File: src/rtl/mem_bus_pkg.sv
// Shared types and default widths for the fetch/data memory bus arbiter.
package mem_bus_pkg;

  localparam int ADDR_W_DEF = 32;
  localparam int DATA_W_DEF = 32;

  typedef enum logic [1:0] {
    IDLE  = 2'd0,
    ISSUE = 2'd1,
    RESP  = 2'd2
  } state_e;

  typedef enum logic {
    REQ_IF = 1'b0,
    REQ_D  = 1'b1
  } req_e;

endpackage

File: src/rtl/mem_bus_grant.sv
// Combinational grant select, zero latency, no backpressure; a lone requester always wins.
// Ties: data port by default, or the port not granted last when BUS_ROUND_ROBIN_EN is defined.
module mem_bus_grant
  import mem_bus_pkg::*;
(
  input  logic if_req,
  input  logic d_req,
  input  req_e last_grant,
  output req_e winner
);

`ifndef BUS_ROUND_ROBIN_EN
  logic unused_last_grant;
  assign unused_last_grant = last_grant;
`endif

  always_comb begin
    winner = REQ_D;
    if (if_req && !d_req) begin
      winner = REQ_IF;
    end else if (if_req && d_req) begin
`ifdef BUS_ROUND_ROBIN_EN
      winner = (last_grant == REQ_IF) ? REQ_D : REQ_IF;
`else
      winner = REQ_D;
`endif
    end
  end

endmodule

File: src/rtl/mem_bus_arbiter.sv
// Fetch/data arbiter onto one single-outstanding bus: IDLE->ISSUE->RESP, valid 3 cycles after request.
// waitrequest stalls ISSUE with all bus outputs held; tie policy via BUS_ROUND_ROBIN_EN (see mem_bus_grant).
module mem_bus_arbiter
  import mem_bus_pkg::*;
#(
  parameter int ADDR_W = ADDR_W_DEF,
  parameter int DATA_W = DATA_W_DEF
) (
  input  logic                  clk,
  input  logic                  reset,
  input  logic                  if_req,
  input  logic [ADDR_W-1:0]     if_addr,
  output logic [DATA_W-1:0]     if_rdata,
  output logic                  if_valid,
  input  logic                  d_req,
  input  logic                  d_we,
  input  logic [ADDR_W-1:0]     d_addr,
  input  logic [DATA_W-1:0]     d_wdata,
  input  logic [DATA_W/8-1:0]   d_be,
  output logic [DATA_W-1:0]     d_rdata,
  output logic                  d_valid,
  output logic [ADDR_W-1:0]     address,
  output logic                  read,
  output logic                  write,
  output logic [DATA_W-1:0]     writedata,
  output logic [DATA_W/8-1:0]   byteenable,
  input  logic                  waitrequest,
  input  logic [DATA_W-1:0]     readdata
);

  localparam int BE_W = DATA_W / 8;

  state_e              state_q, state_d;
  req_e                win_q, win_d;
  req_e                ptr_q, ptr_d;
  req_e                grant_win;
  logic [ADDR_W-1:0]   addr_q, addr_d;
  logic                we_q, we_d;
  logic [DATA_W-1:0]   wdata_q, wdata_d;
  logic [BE_W-1:0]     be_q, be_d;
  logic [DATA_W-1:0]   if_rdata_q, if_rdata_d;
  logic [DATA_W-1:0]   d_rdata_q, d_rdata_d;
  logic                any_req;

  assign any_req = if_req | d_req;

  mem_bus_grant u_grant (
    .if_req     (if_req),
    .d_req      (d_req),
    .last_grant (ptr_q),
    .winner     (grant_win)
  );

  always_ff @(posedge clk) begin
    if (reset) begin
      state_q <= IDLE;
    end else begin
      state_q <= state_d;
    end
  end

  always_comb begin
    state_d = state_q;
    case (state_q)
      IDLE:    if (any_req) state_d = ISSUE;
      ISSUE:   if (!waitrequest) state_d = RESP;
      RESP:    state_d = IDLE;
      default: state_d = IDLE;
    endcase
  end

  // Bus fields are captured only on the grant edge, so they stay frozen through any stall.
  always_comb begin
    win_d      = win_q;
    ptr_d      = ptr_q;
    addr_d     = addr_q;
    we_d       = we_q;
    wdata_d    = wdata_q;
    be_d       = be_q;
    if_rdata_d = if_rdata_q;
    d_rdata_d  = d_rdata_q;
    if (state_q == IDLE && any_req) begin
      win_d = grant_win;
      ptr_d = grant_win;
      if (grant_win == REQ_IF) begin
        addr_d  = if_addr;
        we_d    = 1'b0;
        wdata_d = '0;
        be_d    = '1;
      end else begin
        addr_d  = d_addr;
        we_d    = d_we;
        wdata_d = d_wdata;
        be_d    = d_be;
      end
    end
    if (state_q == RESP) begin
      if (win_q == REQ_IF) begin
        if_rdata_d = readdata;
      end else begin
        d_rdata_d = we_q ? '0 : readdata;
      end
    end
  end

  always_ff @(posedge clk) begin
    if (reset) begin
      win_q      <= REQ_D;
      ptr_q      <= REQ_D;
      addr_q     <= '0;
      we_q       <= 1'b0;
      wdata_q    <= '0;
      be_q       <= '0;
      if_rdata_q <= '0;
      d_rdata_q  <= '0;
    end else begin
      win_q      <= win_d;
      ptr_q      <= ptr_d;
      addr_q     <= addr_d;
      we_q       <= we_d;
      wdata_q    <= wdata_d;
      be_q       <= be_d;
      if_rdata_q <= if_rdata_d;
      d_rdata_q  <= d_rdata_d;
    end
  end

  always_comb begin
    read       = (state_q == ISSUE) && !we_q;
    write      = (state_q == ISSUE) && we_q;
    if_valid   = (state_q == RESP) && (win_q == REQ_IF);
    d_valid    = (state_q == RESP) && (win_q == REQ_D);
    address    = addr_q;
    writedata  = wdata_q;
    byteenable = be_q;
    // readdata is only valid in the RESP cycle, so it is forwarded there and registered for later.
    if_rdata   = if_valid ? readdata : if_rdata_q;
    d_rdata    = d_rdata_q;
    if (d_valid) begin
      d_rdata = we_q ? '0 : readdata;
    end
  end

endmodule

File: config.mk
export PLATFORM = sky130hd
export DESIGN_NAME = mem_bus_arbiter
export DESIGN_NICKNAME = d
export VERILOG_FILES = /design/src/rtl/mem_bus_pkg.sv /design/src/rtl/mem_bus_grant.sv /design/src/rtl/mem_bus_arbiter.sv
export SDC_FILE = /design/constraint.sdc
export NUM_CORES = 1
export LEC_CHECK = 0
export CORE_MARGIN = 1
export CORE_UTILIZATION = 41
export CTS_CLUSTER_SIZE = 30
export DETAILED_ROUTE_END_ITERATION = 10
export HOLD_SLACK_MARGIN = 0.12
export PLACE_DENSITY = 0.81
export SLEW_MARGIN = 20
export SYNTH_ARGS = -nofsm -noshare
export SYNTH_HDL_FRONTEND = slang
export SYNTH_HIERARCHICAL = 1
export SYNTH_SLANG_ARGS = --single-unit
File: constraint.sdc
create_clock -name clk -period 2 [get_ports clk]
set_input_delay 0.4 -clock clk [delete_from_list [all_inputs] [get_ports clk]]
set_output_delay 0.4 -clock clk [all_outputs]
set_load 0.02 [all_outputs]
sizing.png
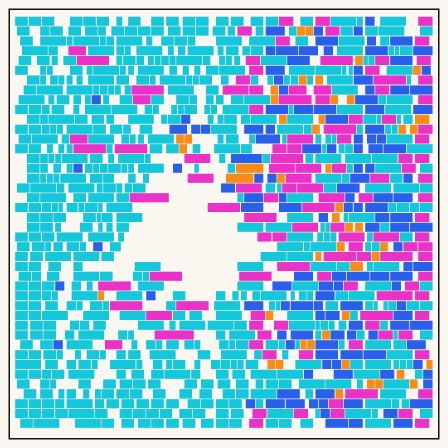
blue -> x3 and x4  # cells 137, share 15%, most used buf_4
orange -> x2  # cells 47, share 5.0%, most used nand2_2
magenta -> x6 and larger  # cells 117, share 12%, most used buf_6
cyan -> x1 and smaller  # cells 640, share 68%, most used clkdlybuf4s50_1
Final WS setup: -0.238 ns
Layout area overhead: 89.0%
Non-clock buffers: 356
Final Cell Area: 10,600 µm²

placed.png
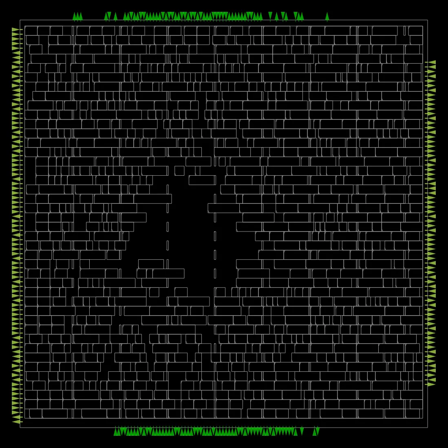
Seq/total area: 0.258
Core Area: 13,200 µm²
fin util: 0.797
Non-Filler Instances: 1,117
Tap Cells: 176

pinout.png
The bar under the picture is 20 µm long. Pins as bars across the die edge, other pins in grey.
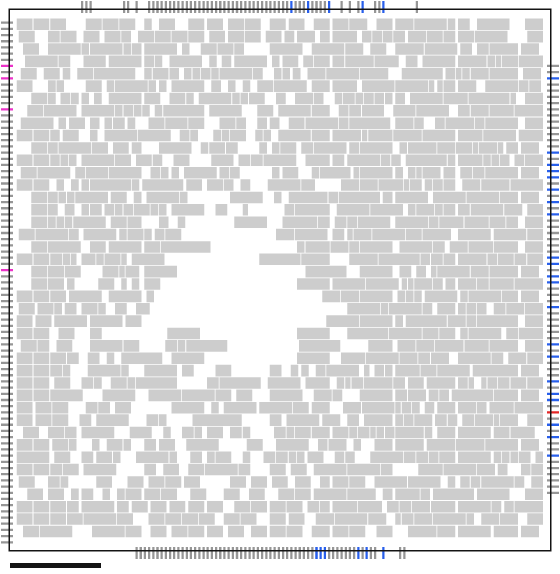
magenta -> byteenable  # pins 4, direction output, edge west
blue -> if_rdata  # pins 32, direction output, edge 21 east, 6 south, 5 north
red -> if_valid  # pins 1, direction output, edge east
DIE WIDTH: 119 µm
chip height: 119 µm

closeup.png
Region (79, 79) to (99, 99) µm. Cells in grey, sequential cells in the stronger grey; small squares are vias.
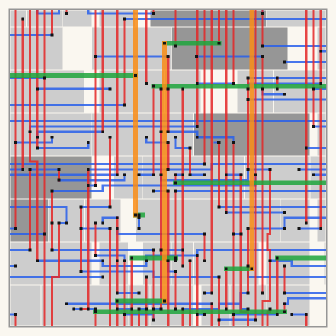
green -> M3
red -> M2
orange -> M4
blue -> M1
netlist names of flops here include = if_rdata_q (2), d_rdata_q (1)
cells with their middle in the window = 31
sequential cells in the window = 3
most frequent = a21oi_1 (4)

==> reports/qor.yml <==
grt_pass1_vias: 5970
async_flop_share: 0
layout.area.comb_um2: 3250
drv_cap: 0
setup_ws_ns: -0.238
chip_area_um2: 14100
fin_worst_skew_ns: 0.0157
cts-buffers-inserted: 17
rows: 42
vias: 6293
antenna_cells: 0
ir_drop_v: 0.000591
yosys-mux-area-fraction: 0.126
worst_pin_slew_ns: 0.563
layout_top_cell: "clkdlybuf4s50_1"
final_cell_mix: "204 x clkdlybuf4s50_1, 133 x dfxtp_1, 102 x a21oi_1, 71 x buf_6, 56 x buf_4"
yosys_most_used_dff: "dfxtp_1"
wire_per_inst_um: 20.9
wl_um: 23400
ys.flops: 136
status: "complete, but fails checks"
vias_per_cell: 5.63
fp-utilization: 0.422
final_nets: 1067
period_minus_slack_ns: 2.24
busiest_layer: "met2"
drc: 0
path_clk_slew_ns: 0.06
slowest_delay_ns: 0.35
hp-class: "input pin to register"
crit_required_ns: 1.60
firstDrtPassIters: 5
crit_slowest_cell: "dfxtp_4"
port_buffers: 273
relSlewSlack: 0.625
cts.path.max_buffers: 2
path_buffers: 3
postRouteAntennaNets: 0
failed_checks: "negative setup slack"
synth_area_um2: 5590
logic_family: "AND-OR/OR-AND gates"
cts-root-buf: "clkbuf_16"
yosys_cells: 614
grt-ovfl-total: 0
dp_hpwl_um: 12500
cts-hold-fix-buffers: 0
timing.fmax_ghz: 0.447
ys_sh_simple: 0.162
aoi_share: 0.172
dp_cells: 1055
cts_tree: "done"
syn_nets: 752
crit_path_end_kind: "primary output"
yosysUniqueCellTypes: 30
worst_skew_pair.late_latency_ns: 0.42
postSynthSeqShare: 0.487
ioPinCount: 274
finalClockPeriodUsage: 1.12
cp_top_family: "buffers and inverters"
ys_sh_adder: 0
use_met1: 0.297
finalSetupViolations: 60
synth.cellmix.xorXnorShare: 0
grt_use_total: 0.279
gp_congestion: 0.837
globalRouteMet3Util: 0.0859
h-tree-depth: 4
drt_iter0_drc: 552
tool_warnings: 28
met2_usage: 0.506
path_class: "register to primary output"
leakage_uw: 0.00428
cp_common_cell: "buf_6"
holdWs_ns: 0.446
crit_chain: "nor3b_4 -> buf_6 -> clkbuf_16 -> mux2_4 -> buf_6"
synthCells: 614
slew_violations: 0
regArea_um2: 2730
crit_path_max_fanout: 7
rsz0062_at_grt: "yes"
drive_gt1_frac: 0.320
grt_max_degree: 72
avgSynthCellArea_um2: 9.10
cp_data_arrival_time_ns: 1.84
antenna_found_initial: 0
cts.sink_count: 136
==> cell usage after synthesis (2+ instances only) <==
master	count	area share
inv_1	6	0.0040
clkbuf_1	41	0.028
o21ai_0	33	0.030
a311oi_1	4	0.0063
nor2_1	4	0.0027
mux2_2	3	0.0060
mux2_1	23	0.046
dfxtp_1	136	0.49
a21oi_1	102	0.091
nand2_1	65	0.044
and2b_1	4	0.0054
nor2b_1	28	0.031
nand3b_1	2	0.0027
nand3_1	32	0.029
buf_4	3	0.0040
buf_2	10	0.0090
mux2_4	6	0.016
buf_1	3	0.0020
nand2b_1	2	0.0022
mux2i_1	32	0.057
a211oi_1	32	0.043
nand4_1	33	0.037
buf_6	3	0.0060
==> worst paths after layout <==
check | startpoint | endpoint | slack [ns] | cells after the start
max | ptr_q | if_rdata[16] | -0.24 | 5
min | reset | if_rdata_q[2] | 0.45 | 2
max reg2reg | ptr_q | if_rdata_q[12] | 0.31 | 6
min reg2reg | writedata[3] | writedata[3] | 0.47 | 2
==> routing by layer <==
layer,vias up,share of wire
li1,2842,-
met1,3031,0.37
met2,346,0.51
met3,74,0.078
met4,0,0.039
met5,-,0
==> through the flow <==
stage,setup WS [ns],TNS [ns],instance area [µm²]
6_report,-0.238,-9.72,10600
4_1_cts,-0.232,-7.44,9880
2_1_floorplan,0.275,0,5590
3_3_place_gp,-0.159,-5.53,8770
5_1_grt,-0.279,-12.99,10600
3_5_place_dp,-0.178,-7.07,8770
==> cell type report <==
type / count / area share
tap: 176 / 0.0209
clock buffer: 24 / 0.0485
multi-input combinational: 412 / 0.307
inverter: 6 / 0.00237
clock inverter: 7 / 0.00853
timing repair buffer: 356 / 0.354
sequential: 136 / 0.258
==> worst register-to-register path, stage by stage, from the launching register on <==
cell and delay [ns]:
dfxtp_4 0.35, nor3b_4 0.26, buf_6 0.18, clkbuf_16 0.18, mux2_4 0.32, buf_4 0.14, nor2b_1 0.14
==> registers in the layout (all words and copies together), names as in the netlist <==
signal / flops
if_rdata_q: 32
writedata: 32
ptr_q: 1
state_q: 2
address: 32
d_rdata_q: 32
byteenable: 4
we_q: 1
==> power breakdown <==
part           switching (µW)  total [µW]  internal [µW]
clock network            1140        3170           2020
logic                     846        1660            819
registers                83.9        2950           2870
==> kinds of logic after synthesis <==
kind of cell	count (synthesis)
AND/OR/NAND/NOR	176
AND-OR/OR-AND	172
flip-flops	136
buffers and inverters	66
multiplexers	64
==> repair_timing <==
action / 4_1_cts / 5_1_grt
gates cloned: 4 / 6
pin swaps: 17 / 35
buffers inserted: 9 / 18
endpoints found under the setup margin: 68 / 68
gates resized: 457 / 125
No activity file was given, so power comes from the tool's default toggle rates.
